==> config.mk <==
export PLATFORM = sky130hd
export DESIGN_NAME = wb_stage
export DESIGN_NICKNAME = d
export VERILOG_FILES = /design/src/rtl/rv32i_pkg.sv /design/src/rtl/load_align.sv /design/src/rtl/wb_stage.sv
export SDC_FILE = /design/constraint.sdc
export NUM_CORES = 1
export LEC_CHECK = 0
export ABC_CLOCK_PERIOD_IN_PS = 18450
export CORE_ASPECT_RATIO = 0.6
export CORE_MARGIN = 1.5
export CORE_UTILIZATION = 54
export DETAILED_ROUTE_END_ITERATION = 7
export PLACE_DENSITY = 0.87
export SLEW_MARGIN = 10
export SYNTH_ARGS = -nofsm -noshare
export SYNTH_HDL_FRONTEND = slang
export SYNTH_HIERARCHICAL = 1
export SYNTH_SLANG_ARGS = --single-unit
==> constraint.sdc <==
create_clock -name WrClk -period 18.45 [get_ports WrClk]
set_input_delay 3.69 -clock WrClk [delete_from_list [all_inputs] [get_ports WrClk]]
set_output_delay 3.69 -clock WrClk [all_outputs]
set_load 0.005 [all_outputs]
Figure 1. Congestion heat map.
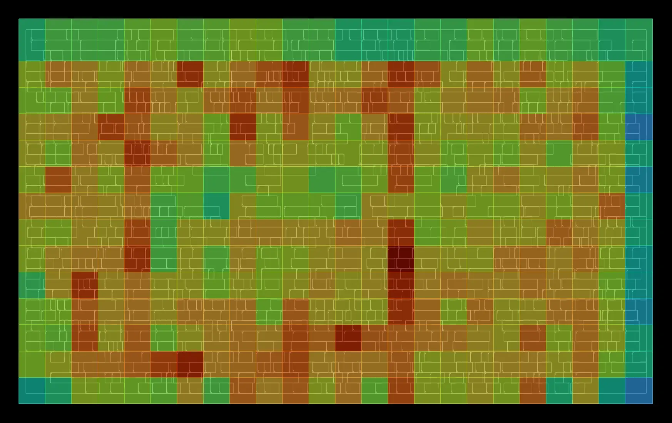
total track usage: 28.1%
GR peak layer: met1
Final Util: 73.7%

Figure 2. Cell area per tile.
17 x 10 tiles, from white (low) to dark blue (high), 0 to 100% covered.
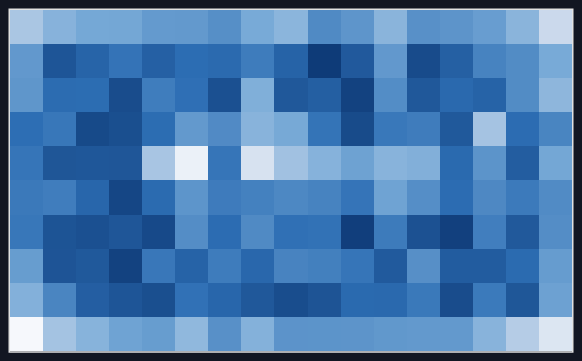
The fullest tile reaches 96%. 38% of the tiles are over 75% full. The mean over all tiles is 67%.
core area: 15500 um2
fp_density: 55.6%

Figure 3. Metal layers overlaid.
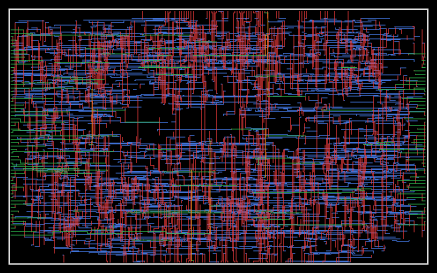
Green shows metal 3, wire length 1630 um. Orange shows metal 4, wire length 155 um. Red shows metal 2, wire length 9860 um. Blue shows metal 1, wire length 11300 um.
Post-Route WL: 22900 um
DR vias: 6681
WL/cell: 19.8 um

Figure 4. The metal 2 layer.
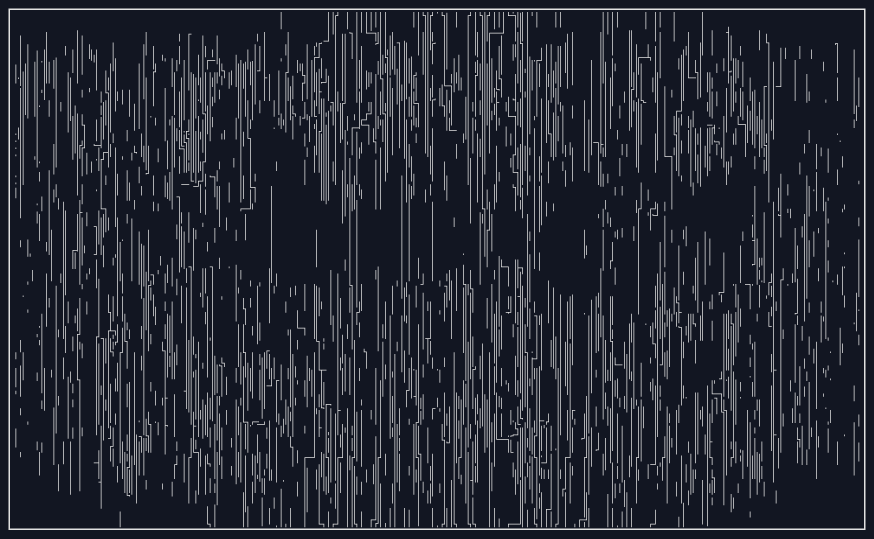
The layer holds 43% of the routed length. The longest straight run is 54.4 um. 940 nets have wire on it.
GRT met2 Usage: 40.9%

Figure 5. Logic cells by family.
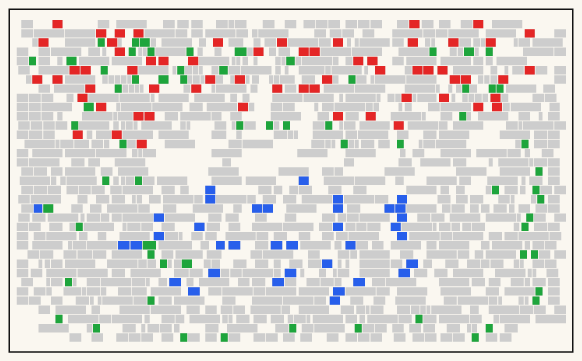
Red shows XOR/XNOR gates, cells 62, where a band across the top. Blue shows AND-OR and OR-AND gates, cells 36. Green shows AND and OR gates, cells 64, where widely spread.
fraction of area in multi-input gates: 35.5%
Final Non-Filler Cells: 1160
commonest non-fill, non-tap cell in the layout: clkdlybuf4s50_1

==> run notes <==
yosys + openroad results -> outcome complete, no violations, Signal buf overhead 19.1%, fillers 1086, Cells after Synth 748, Yosys top cell by area dfrtp_1, die area 16700 um2, antenna viol nets, final 0, metal2 WL 9860 um, slowest CP cell dfrtp_1, fmax 0.141 GHz, clock share of power 34.1%, IO Count 216, most instantiated cells after synthesis 173 x dfrtp_1, 108 x mux2_2, 56 x nand2_1, TritonCTS clock tree done, Slowest Stage Delay on Critical Path 0.81 ns, Top Layout Cells 215 x clkdlybuf4s50_1, 173 x dfrtp_1, 108 x mux2_2, Power Total 0.981 mW, ys cells 748, uppermost routed layer met4, non-clock buffer count in the final layout 219, # placed instances 1128, hold path depth 1, CTS Hold Buffers Added 0, XOR/XNOR Fraction of Synth Area 6.32%, EDFF count, synth 0, CP top delay family AND-OR/OR-AND gates, crit path cell chain mux2i_1, o32ai_4, a21o_2, a22oi_1, o21ai_0, and2_1, clkdlybuf4s50_1, post-synthesis net count 864, Area Overhead vs Synth 32.6%, wire length on met3 1630 um, clk root buf clkbuf_16, FA/HA/MAJ Cells, Area Fraction 0.582%, Tcrit/Tclk final 38.4%, Critical Path AT 3.40 ns, part of the power in registers 46.2%, Internal Dissipation 0.703 mW, Yosys cell types 54, Power Clock 0.334 mW, sw frac 28.4%, registers 173, worst hold margin 0.471 ns, wl on met1 11300 um, maximum level of the CTS H-tree 4, Top area cell types dfrtp_1 50%, mux2_2 14%, xnor2_1 3.7%, unrepaired setup endpoints after global routing no, CTS resizes 0, Hold Crit Class reg -> reg, largest net degree at the start of global routing 99, switching power 0.278 mW, nets 1060, tap cells 203, Rel. slew slack 21.8%, Core Rows 35, diode count 0, area fraction in mux cells 15.1%, Leakage 4.80 nW, peak supply drop 0.0000608 V, count leader, synth dfrtp_1, Dominant comb cell simple AND/OR/NAND/NOR gates, Placed Area 10900 um2, inverter count 10, antenna violations before repair 0, 1st-pass router iterations 5, comb_multi_in 523, PortBufs 215, Critical Path Sink Type primary output, worst slew pin tran 1.17 ns, Post-Layout Inst Area 11400 um2, Tool Warnings 27, vias in the first global route 6564, Reg clk slew, reported paths 0.07 ns, flip-flop and latch power 0.453 mW, ao+oa area frac 9.13%, Slew Limit Fails 0, M3 GR Usage 6.01%, Area-dominant class sequential cells, pwr dens 86.1 nW/um2, crit path DRT 14.76 ns, gp weighted congestion 0.940, ys flop type dfrtp_1, Avg Inst Size Synth 11.5 um2, setup bufs post-CTS 0, final setup vio count 0, Post-synth regs 173, dpl hpwl 16500 um, combinational share of power 19.8%, Clock buf/inv share 4.76%
Power and IR drop assume default switching activity.
